File: config.mk
export PLATFORM = sky130hd
export DESIGN_NAME = uart_tx
export DESIGN_NICKNAME = d
export VERILOG_FILES = /design/src/rtl/uart_tx.sv
export SDC_FILE = /design/constraint.sdc
export NUM_CORES = 1
export LEC_CHECK = 0
export ABC_AREA = 1
export ABC_CLOCK_PERIOD_IN_PS = 3300
export CORE_MARGIN = 10
export CORE_UTILIZATION = 45
export DETAILED_ROUTE_END_ITERATION = 10
export GPL_TIMING_DRIVEN = 0
export PLACE_DENSITY = 0.6
export SLEW_MARGIN = 0
export SYNTH_ARGS = -nofsm -noshare
export SYNTH_HDL_FRONTEND = slang
export SYNTH_SLANG_ARGS = --single-unit
export TNS_END_PERCENT = 30
File: constraint.sdc
create_clock -name XCLK -period 3.3 [get_ports XCLK]
set_input_delay 0.495 -clock XCLK [delete_from_list [all_inputs] [get_ports XCLK]]
set_output_delay 0.495 -clock XCLK [all_outputs]
set_load 0.005 [all_outputs]
File: src/rtl/uart_tx.sv
// uart_tx: 8N1, LSB-first UART transmitter fed by a small elastic FIFO.
// Bytes enter through a valid/ready handshake, are queued, and are serialised
// at XCLK/BAUD_DIV. Frames sent back to back are contiguous on the line.
module uart_tx #(
    parameter int unsigned BAUD_DIV  = 868,
    parameter int unsigned FIFO_LOG2 = 2
) (
    input  logic                 XCLK,
    input  logic                 XRES,
    input  logic [7:0]           TX_DATA,
    input  logic                 TX_VALID,
    output logic                 TX_READY,
    output logic                 UART_TXD,
    output logic                 TX_BUSY,
    output logic [FIFO_LOG2:0]   FIFO_COUNT
);

    localparam int unsigned        DEPTH       = 1 << FIFO_LOG2;
    localparam logic [FIFO_LOG2:0] FULL_COUNT  = (FIFO_LOG2 + 1)'(DEPTH);
    localparam logic [15:0]        BAUD_RELOAD = 16'(BAUD_DIV - 1);

    typedef enum logic [1:0] {
        IDLE,
        START,
        DATA,
        STOP
    } state_t;

    // FIFO storage and bookkeeping
    logic [7:0]           fifoMem [DEPTH];
    logic [FIFO_LOG2-1:0] wrPtr_q;
    logic [FIFO_LOG2-1:0] rdPtr_q;
    logic [FIFO_LOG2:0]   count_q;
    logic [FIFO_LOG2:0]   count_d;
    logic                 push;
    logic                 pop;
    logic                 fifoEmpty;

    // Serialiser state
    state_t      state_q;
    state_t      state_d;
    logic [15:0] baudCnt_q;
    logic [15:0] baudCnt_d;
    logic [2:0]  bitIdx_q;
    logic [2:0]  bitIdx_d;
    logic [7:0]  shift_q;
    logic [7:0]  shift_d;
    logic        txd_q;
    logic        txd_d;
    logic        baudZero;

    // Ready is decoded from the registered count only, so TX_VALID never
    // reaches TX_READY combinationally.
    assign TX_READY   = (count_q != FULL_COUNT);
    assign push       = TX_VALID && TX_READY;
    assign fifoEmpty  = (count_q == '0);
    assign baudZero   = (baudCnt_q == '0);
    assign FIFO_COUNT = count_q;
    assign TX_BUSY    = (state_q != IDLE) || (count_q != '0);
    assign UART_TXD   = txd_q;

    // Occupancy follows push/pop; a simultaneous push and pop cancel out.
    always_comb begin
        count_d = count_q;
        if (push && !pop) begin
            count_d = count_q + 1'b1;
        end else if (!push && pop) begin
            count_d = count_q - 1'b1;
        end
    end

    // FIFO pointers and count; reset discards anything still queued.
    always_ff @(posedge XCLK or posedge XRES) begin
        if (XRES) begin
            wrPtr_q <= '0;
            rdPtr_q <= '0;
            count_q <= '0;
        end else begin
            if (push) begin
                wrPtr_q <= wrPtr_q + 1'b1;
            end
            if (pop) begin
                rdPtr_q <= rdPtr_q + 1'b1;
            end
            count_q <= count_d;
        end
    end

    // FIFO storage is written only on accepted pushes, so TX_DATA is ignored otherwise.
    always_ff @(posedge XCLK) begin
        if (push) begin
            fifoMem[wrPtr_q] <= TX_DATA;
        end
    end

    // State register for the serialiser, including the registered line output.
    always_ff @(posedge XCLK or posedge XRES) begin
        if (XRES) begin
            state_q   <= IDLE;
            baudCnt_q <= '0;
            bitIdx_q  <= '0;
            shift_q   <= '0;
            txd_q     <= 1'b1;
        end else begin
            state_q   <= state_d;
            baudCnt_q <= baudCnt_d;
            bitIdx_q  <= bitIdx_d;
            shift_q   <= shift_d;
            txd_q     <= txd_d;
        end
    end

    // Next-state logic: the baud counter paces every bit, and STOP chains
    // directly into the next START when another byte is waiting.
    always_comb begin
        state_d   = state_q;
        baudCnt_d = baudCnt_q;
        bitIdx_d  = bitIdx_q;
        shift_d   = shift_q;
        pop       = 1'b0;
        case (state_q)
            IDLE: begin
                if (!fifoEmpty) begin
                    pop       = 1'b1;
                    shift_d   = fifoMem[rdPtr_q];
                    baudCnt_d = BAUD_RELOAD;
                    state_d   = START;
                end
            end
            START: begin
                if (baudZero) begin
                    baudCnt_d = BAUD_RELOAD;
                    bitIdx_d  = '0;
                    state_d   = DATA;
                end else begin
                    baudCnt_d = baudCnt_q - 1'b1;
                end
            end
            DATA: begin
                if (baudZero) begin
                    baudCnt_d = BAUD_RELOAD;
                    if (bitIdx_q == 3'd7) begin
                        state_d = STOP;
                    end else begin
                        bitIdx_d = bitIdx_q + 1'b1;
                    end
                end else begin
                    baudCnt_d = baudCnt_q - 1'b1;
                end
            end
            STOP: begin
                if (baudZero) begin
                    if (!fifoEmpty) begin
                        pop       = 1'b1;
                        shift_d   = fifoMem[rdPtr_q];
                        baudCnt_d = BAUD_RELOAD;
                        state_d   = START;
                    end else begin
                        state_d = IDLE;
                    end
                end else begin
                    baudCnt_d = baudCnt_q - 1'b1;
                end
            end
            default: begin
                state_d = IDLE;
            end
        endcase
    end

    // Output logic: line level for the upcoming state, so UART_TXD is glitch-free.
    always_comb begin
        txd_d = 1'b1;
        case (state_d)
            START:   txd_d = 1'b0;
            DATA:    txd_d = shift_d[bitIdx_d];
            default: txd_d = 1'b1;
        endcase
    end

endmodule
**Run 1: gate families picked out**

Bar = 20 um.
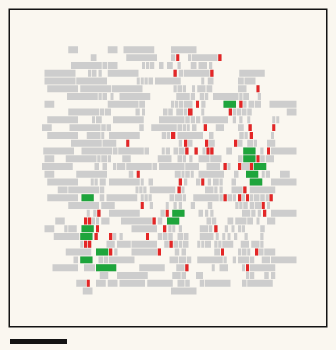
green -> fa/ha/maj cells  # cells 14, most used ha_1
red -> inv cells  # cells 60, most used inv_1

**Run 1: routing congestion**

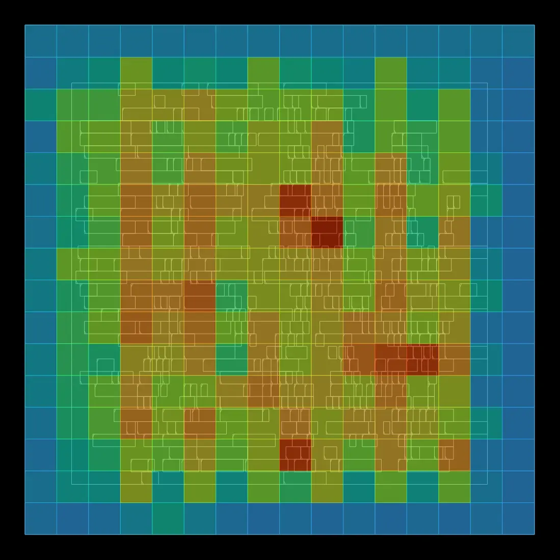
met1 GRT Util: 16.3%
DR WL/cell: 14.1 um
met3 Track Usage GR: 3.30%
gr busiest metal: met2

**Run 1: zoomed window**

Bar = 5 um. Region (45, 67) to (65, 87) um. Cells in gray, sequential cells in the stronger gray; small squares are vias.
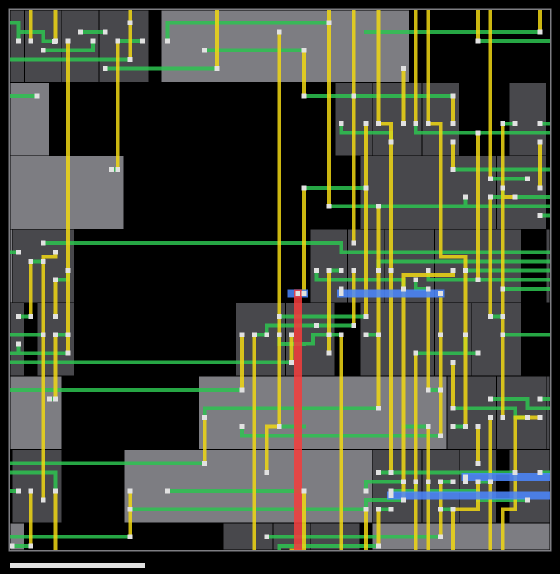
blue -> M3
red -> M4
green -> M1
yellow -> M2
most frequent = nand2_1 (9), nand3_1 (9), dfrtp_1 (3)
netlist names of flops here include = shift_q (3)
sequential cells in the window = 3
cells with their middle in the window = 30

==> flow_summary.yaml, run 1 <==
# flow metrics
final_timing:
  relSlewSlack_pct: 46.0
  totalNegativeSetupSlack_ps: 0
  finalCritPeriodShare_pct: 82.8
  tightest_slew_ps: 806
  min_period_ps: 2730
  maxSlewViolCount: 0
  timing.hold.ws_ps: 513
  finalSetupViolCount: 0
  rsz0062_at_grt: "false"
cells_and_area:
  combGateArea_um2: 1530
  fin_nets: 466
  ff_count: 69
  n_antenna_cell: 0
  reg.largest.list: "fifoMem (32), baudCnt_q (16), shift_q (8)"
  final_core_util_pct: 53.5
  comb_share_pct: 36.5
  synthToLayoutAreaGrowth_pct: 14.0
  lay_top_cells: "nand2_1 (72), inv_1 (55), nor2_1 (48)"
  fill_cells: 739
  design_area_um2: 4200
  num-nonclk-buffers: 23
  layout_top_cell: "nand2_1"
  flop_area_um2: 1890
  largestClassByArea: "registers"
  inverters: 60
  buffer_area_share_pct: 4.71
cts:
  cts_tree: "built"
  cts_num_sinks: 69
  cts_max_path_buffers: 2
  cts-hold-fix-buffers: 0
  post_cts_buffers: 0
  cts_buffers: 9
  cts.clk_slew.worst_paths_ps: 90
  cts_resized: 0
  cts_root_buf: "clkbuf_8"
critical_path:
  crit_buf_inv: 6
  r2r_cells: 15
  crit_chain: "inv_1, ha_1, buf_4, inv_1, nand2_1, inv_1, nand2_4, clkinv_2, nand2_1, ha_1, inv_1, fa_1, a21oi_1, o21ai_0, xor2_1"
  path_max_fanout: 10
  cp.required_ps: 3520
  critPathArrivalTime_ps: 2960
  reg2reg_from: "state_q[0]"
  setup.worst_path.end: "FIFO_COUNT[2]"
  cp-end-kind: "flip-flop"
  cp-startpoint: "state_q[0]"
  crit_type: "flip-flop to flip-flop"
  critPathLaunchType: "flip-flop"
  r2r_slack_ps: 570
place:
  gp_congestion: 0.829
  dp_hpwl_um: 5630
detailed_routing:
  vias: 2773
  dr_wl_met3_um: 306
  vias_per_cell: 5.06
  drt_iter0_drc: 90
  postRouteAntennaNets: 0
yosys:
  synth-area-yosys_um2: 3680
  common_cells: "nand2_1 (72), inv_1 (56), nor2_1 (48)"
  ys_warn_count: 0
  yosys.stat.seqShare_pct: 51.2
  edf_count: 32
  top_area_share_pct: 26.1
  synth_nets: 439
  syn-cell-area_um2: 3680
  ys.flops: 69
  xor_area_share_pct: 3.33
  top_logic_kind: "simple AND/OR/NAND/NOR gates"
  synthTopCellsByArea: "edfxtp_1 (26%), dfrtp_1 (24%), nand2_1 (7.3%)"
  ys_sh_adder_pct: 4.96
  synth_area_per_cell_um2: 8.90
  synthAoiAreaFrac_pct: 10.1
pwr:
  netSwitchingFraction_pct: 28.0
  combinationalPower_mw: 0.327
  power.switching_mw: 0.616
  p_leak_nw: 1.86
  clkPwrFrac_pct: 36.5
  clk-power_mw: 0.803
  finalPower_mw: 2.20
  pwr-share-comb_pct: 14.8
  p_seq_mw: 1.07
  p_int_mw: 1.58
  vdd.ir_drop.worst_uv: 339
  maxPowerGroup: "sequential cells"
die:
  fp_util_pct: 47.0
  core_um2: 7850
  row_count: 32
  die_w_um: 110
hold_path:
  whs_endpoint: "shift_q[3]"
  hold_start: "shift_q[3]"
outcome:
  outcome: "completed"
grt:
  grt_pass1_wl_um: 13400
run:
  warning_count: 34
--- run 2 (diff from run 1) ---
ABC_CLOCK_PERIOD_IN_PS = 2800   (was 3300)
clock period = 2.8 ns   (was 3.3 ns; I/O delays follow)
**Run 2: gate families picked out**

Bar = 20 um.
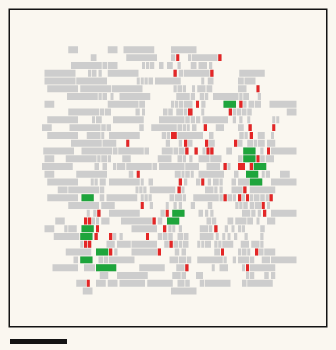
green -> fa/ha/maj cells  # cells 14, most used ha_1
red -> inv cells  # cells 60, most used inv_1
commonest non-fill, non-tap cell in the layout: nand2_1
Non-Filler Instances: 550
combinational share of cell area: 36.4%

==> run 2 against run 1 <==
Global-route usage is the same. Sequential power grew about 20%. Worst setup slack lost 350 ps. Clock power grew 18%. First-iteration DRC count shrank 5.6%. Clock skew grew 0.56 ps. Critical path depth shrank 2. Synthesized area is the same. Sequential share of layout area shrank 0.33 points. Routed wire length grew 0.78%. Non-clock buffer count grew 2.
==> flow_summary.yaml, run 2 <==
# flow metrics
detailed_routing:
  drt_iter0_drc: 85
  drcViolationCount: 0
  postRouteAntennaNets: 0
  wire_per_inst_um: 14.2
  vias: 2785
  dr_wl_met3_um: 234
  vias_per_cell: 5.06
hold_path:
  hold_start: "shift_q[3]"
  whs_endpoint: "shift_q[3]"
critical_path:
  cp-startpoint: "state_q[0]"
  path_max_fanout: 10
  timing.rr.end: "FIFO_COUNT[1]"
  cp-end-kind: "flip-flop"
  crit_chain: "inv_2, ha_1, buf_6, inv_1, nand2_1, inv_1, nand2_4, inv_4, nand2_4, ha_1, inv_1, fa_1, mux2_2"
  critPathArrivalTime_ps: 2820
  critPathLaunchType: "flip-flop"
  crit_buf_inv: 6
  r2r_cells: 13
  cp.required_ps: 3030
  crit_type: "flip-flop to flip-flop"
  reg2reg_from: "state_q[0]"
  r2r_slack_ps: 220
cells_and_area:
  lay_top_cells: "nand2_1 (71), inv_1 (54), nor2_1 (48)"
  reg.largest.list: "fifoMem (32), baudCnt_q (16), shift_q (8)"
  final_core_util_pct: 53.9
  fill_cells: 736
  synthToLayoutAreaGrowth_pct: 14.8
  num-nonclk-buffers: 25
  flop_area_um2: 1890
  combGateArea_um2: 1540
  buffer_area_share_pct: 5.12
  largestClassByArea: "registers"
  n_antenna_cell: 0
  inverters: 60
  design_area_um2: 4230
  fin_nets: 468
  seq-cell-share_pct: 44.6
  ff_count: 69
  clock_buffer_count: 9
cts:
  cts-hold-fix-buffers: 0
  htreeDepth: 3
  cts_num_sinks: 69
  cts_resized: 0
  cts_buffers: 9
  cts.clk_slew.worst_paths_ps: 90
  cts_max_path_buffers: 2
  cts_tree: "built"
  post_cts_buffers: 0
  cts_root_buf: "clkbuf_8"
final_timing:
  min_period_ps: 2580
  rsz0062_at_grt: "false"
  totalNegativeSetupSlack_ps: 0
  timing.hold.ws_ps: 513
  tightest_slew_ps: 837
  finalCritPeriodShare_pct: 92.2
  maxSlewViolCount: 0
  relSlewSlack_pct: 44.0
pwr:
  vdd.ir_drop.worst_uv: 401
  pwr-share-comb_pct: 15.0
  maxPowerGroup: "sequential cells"
  finalPower_mw: 2.60
  p_int_mw: 1.87
  clkPwrFrac_pct: 36.4
  power.switching_mw: 0.728
  p_leak_nw: 1.88
  clk-power_mw: 0.944
  combinationalPower_mw: 0.391
  p_seq_mw: 1.26
  netSwitchingFraction_pct: 28.0
yosys:
  ys_warn_count: 0
  synthCells: 414
  synth_area_per_cell_um2: 8.90
  synthTopCellsByArea: "edfxtp_1 (26%), dfrtp_1 (24%), nand2_1 (7.3%)"
  ys_sh_adder_pct: 4.96
  synth_nets: 439
  ys.flops: 69
  synth-area-yosys_um2: 3680
  top_area_share_pct: 26.1
  flop_cell: "dfrtp_1"
  edf_count: 32
  synthAoiAreaFrac_pct: 10.1
  syn-cell-area_um2: 3680
  yosys.stat.seqShare_pct: 51.2
  common_cells: "nand2_1 (72), inv_1 (56), nor2_1 (48)"
  xor_area_share_pct: 3.33
  top_logic_kind: "simple AND/OR/NAND/NOR gates"
die:
  fp_util_pct: 47.0
  die_w_um: 110
  row_count: 32
  die_y_um: 110
  core_um2: 7850
grt:
  busiest_layer: "met2"
  grt_use_met1_pct: 16.3
  grt_pass1_wl_um: 13400
  grt.met3_usage_pct: 3.30
place:
  io_buffers: 16
  gp_congestion: 0.829
  dp_hpwl_um: 5630
outcome:
  outcome: "completed"
run:
  warning_count: 34
--- run 3 (diff from run 2) ---
CTS_CLUSTER_SIZE = 14   (was not set)
**Run 3: routing congestion**

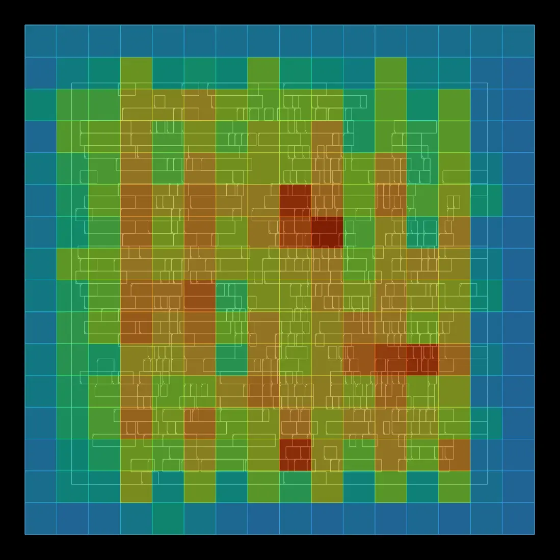
Core Util, Final: 53.9%
total track usage: 12.9%
met2 Use GR: 20.9%
DR WL/cell: 14.2 um

==> run 3 against run 2 <==
Via count unchanged. Die size unchanged. Clock-buffer cell count unchanged. Synthesized area unchanged. Worst hold slack unchanged. Global-route usage unchanged. Largest power group unchanged. Highest routed layer unchanged.
==> flow_summary.yaml, run 3 <==
# flow metrics
pwr:
  pwr-share-comb_pct: 15.0
  clk-power_mw: 0.944
  maxPowerGroup: "sequential cells"
  finalPower_mw: 2.60
  vdd.ir_drop.worst_uv: 401
  power.switching_mw: 0.728
  netSwitchingFraction_pct: 28.0
  combinationalPower_mw: 0.391
  clkPwrFrac_pct: 36.4
  p_int_mw: 1.87
  p_seq_mw: 1.26
  p_leak_nw: 1.88
cells_and_area:
  num-nonclk-buffers: 25
  design_area_um2: 4230
  largestClassByArea: "registers"
  inverters: 60
  clock_buffer_count: 9
  n_antenna_cell: 0
  flop_area_um2: 1890
  comb_share_pct: 36.4
  combGateArea_um2: 1540
  fin_cells: 550
  synthToLayoutAreaGrowth_pct: 14.8
  ff_count: 69
  reg.largest.list: "fifoMem (32), baudCnt_q (16), shift_q (8)"
  layout_top_cell: "nand2_1"
  seq-cell-share_pct: 44.6
  fill_cells: 736
  fin_nets: 468
  lay_top_cells: "nand2_1 (71), inv_1 (54), nor2_1 (48)"
cts:
  cts.clk_slew.worst_paths_ps: 90
  cts_max_path_buffers: 2
  htreeDepth: 3
  cts_tree: "built"
  cts_num_sinks: 69
  cts_resized: 0
  cts_root_buf: "clkbuf_8"
  post_cts_buffers: 0
  cts-hold-fix-buffers: 0
final_timing:
  maxSlewViolCount: 0
  rsz0062_at_grt: "false"
  totalNegativeSetupSlack_ps: 0
  finalCritPeriodShare_pct: 92.2
  finalSetupViolCount: 0
  min_period_ps: 2580
  tightest_slew_ps: 837
  timing.hold.ws_ps: 513
yosys:
  synth_area_per_cell_um2: 8.90
  synth_nets: 439
  top_logic_kind: "simple AND/OR/NAND/NOR gates"
  top_area_share_pct: 26.1
  common_cells: "nand2_1 (72), inv_1 (56), nor2_1 (48)"
  synthAoiAreaFrac_pct: 10.1
  synth-area-yosys_um2: 3680
  syn-cell-area_um2: 3680
  yosys.stat.seqShare_pct: 51.2
  flop_cell: "dfrtp_1"
  ys.flops: 69
  synthCells: 414
  ys_cells: 414
  synthTopCellsByArea: "edfxtp_1 (26%), dfrtp_1 (24%), nand2_1 (7.3%)"
  ys_sh_adder_pct: 4.96
  ys_warn_count: 0
die:
  fp_util_pct: 47.0
  core_um2: 7850
  die_y_um: 110
  die_w_um: 110
  row_count: 32
critical_path:
  timing.rr.end: "FIFO_COUNT[1]"
  critPathLaunchType: "flip-flop"
  cp-end-kind: "flip-flop"
  setup.worst_path.end: "FIFO_COUNT[1]"
  cp-startpoint: "state_q[0]"
  crit_buf_inv: 6
  crit_type: "flip-flop to flip-flop"
  path_max_fanout: 10
  crit_chain: "inv_2, ha_1, buf_6, inv_1, nand2_1, inv_1, nand2_4, inv_4, nand2_4, ha_1, inv_1, fa_1, mux2_2"
  r2r_slack_ps: 220
  r2r_cells: 13
detailed_routing:
  vias_per_cell: 5.06
  drt_iter0_drc: 85
  vias: 2785
  postRouteAntennaNets: 0
  top_layer: "met4"
  firstDrtPassIters: 4
outcome:
  outcome: "completed"
place:
  io_buffers: 16
  gp_congestion: 0.829
  dp_hpwl_um: 5630
hold_path:
  whs_endpoint: "shift_q[3]"
  hold_start: "shift_q[3]"
grt:
  grt_use_met1_pct: 16.3
  grt_pass1_wl_um: 13400
  grt.met3_usage_pct: 3.30
Power is estimated from default activity; no workload was simulated.
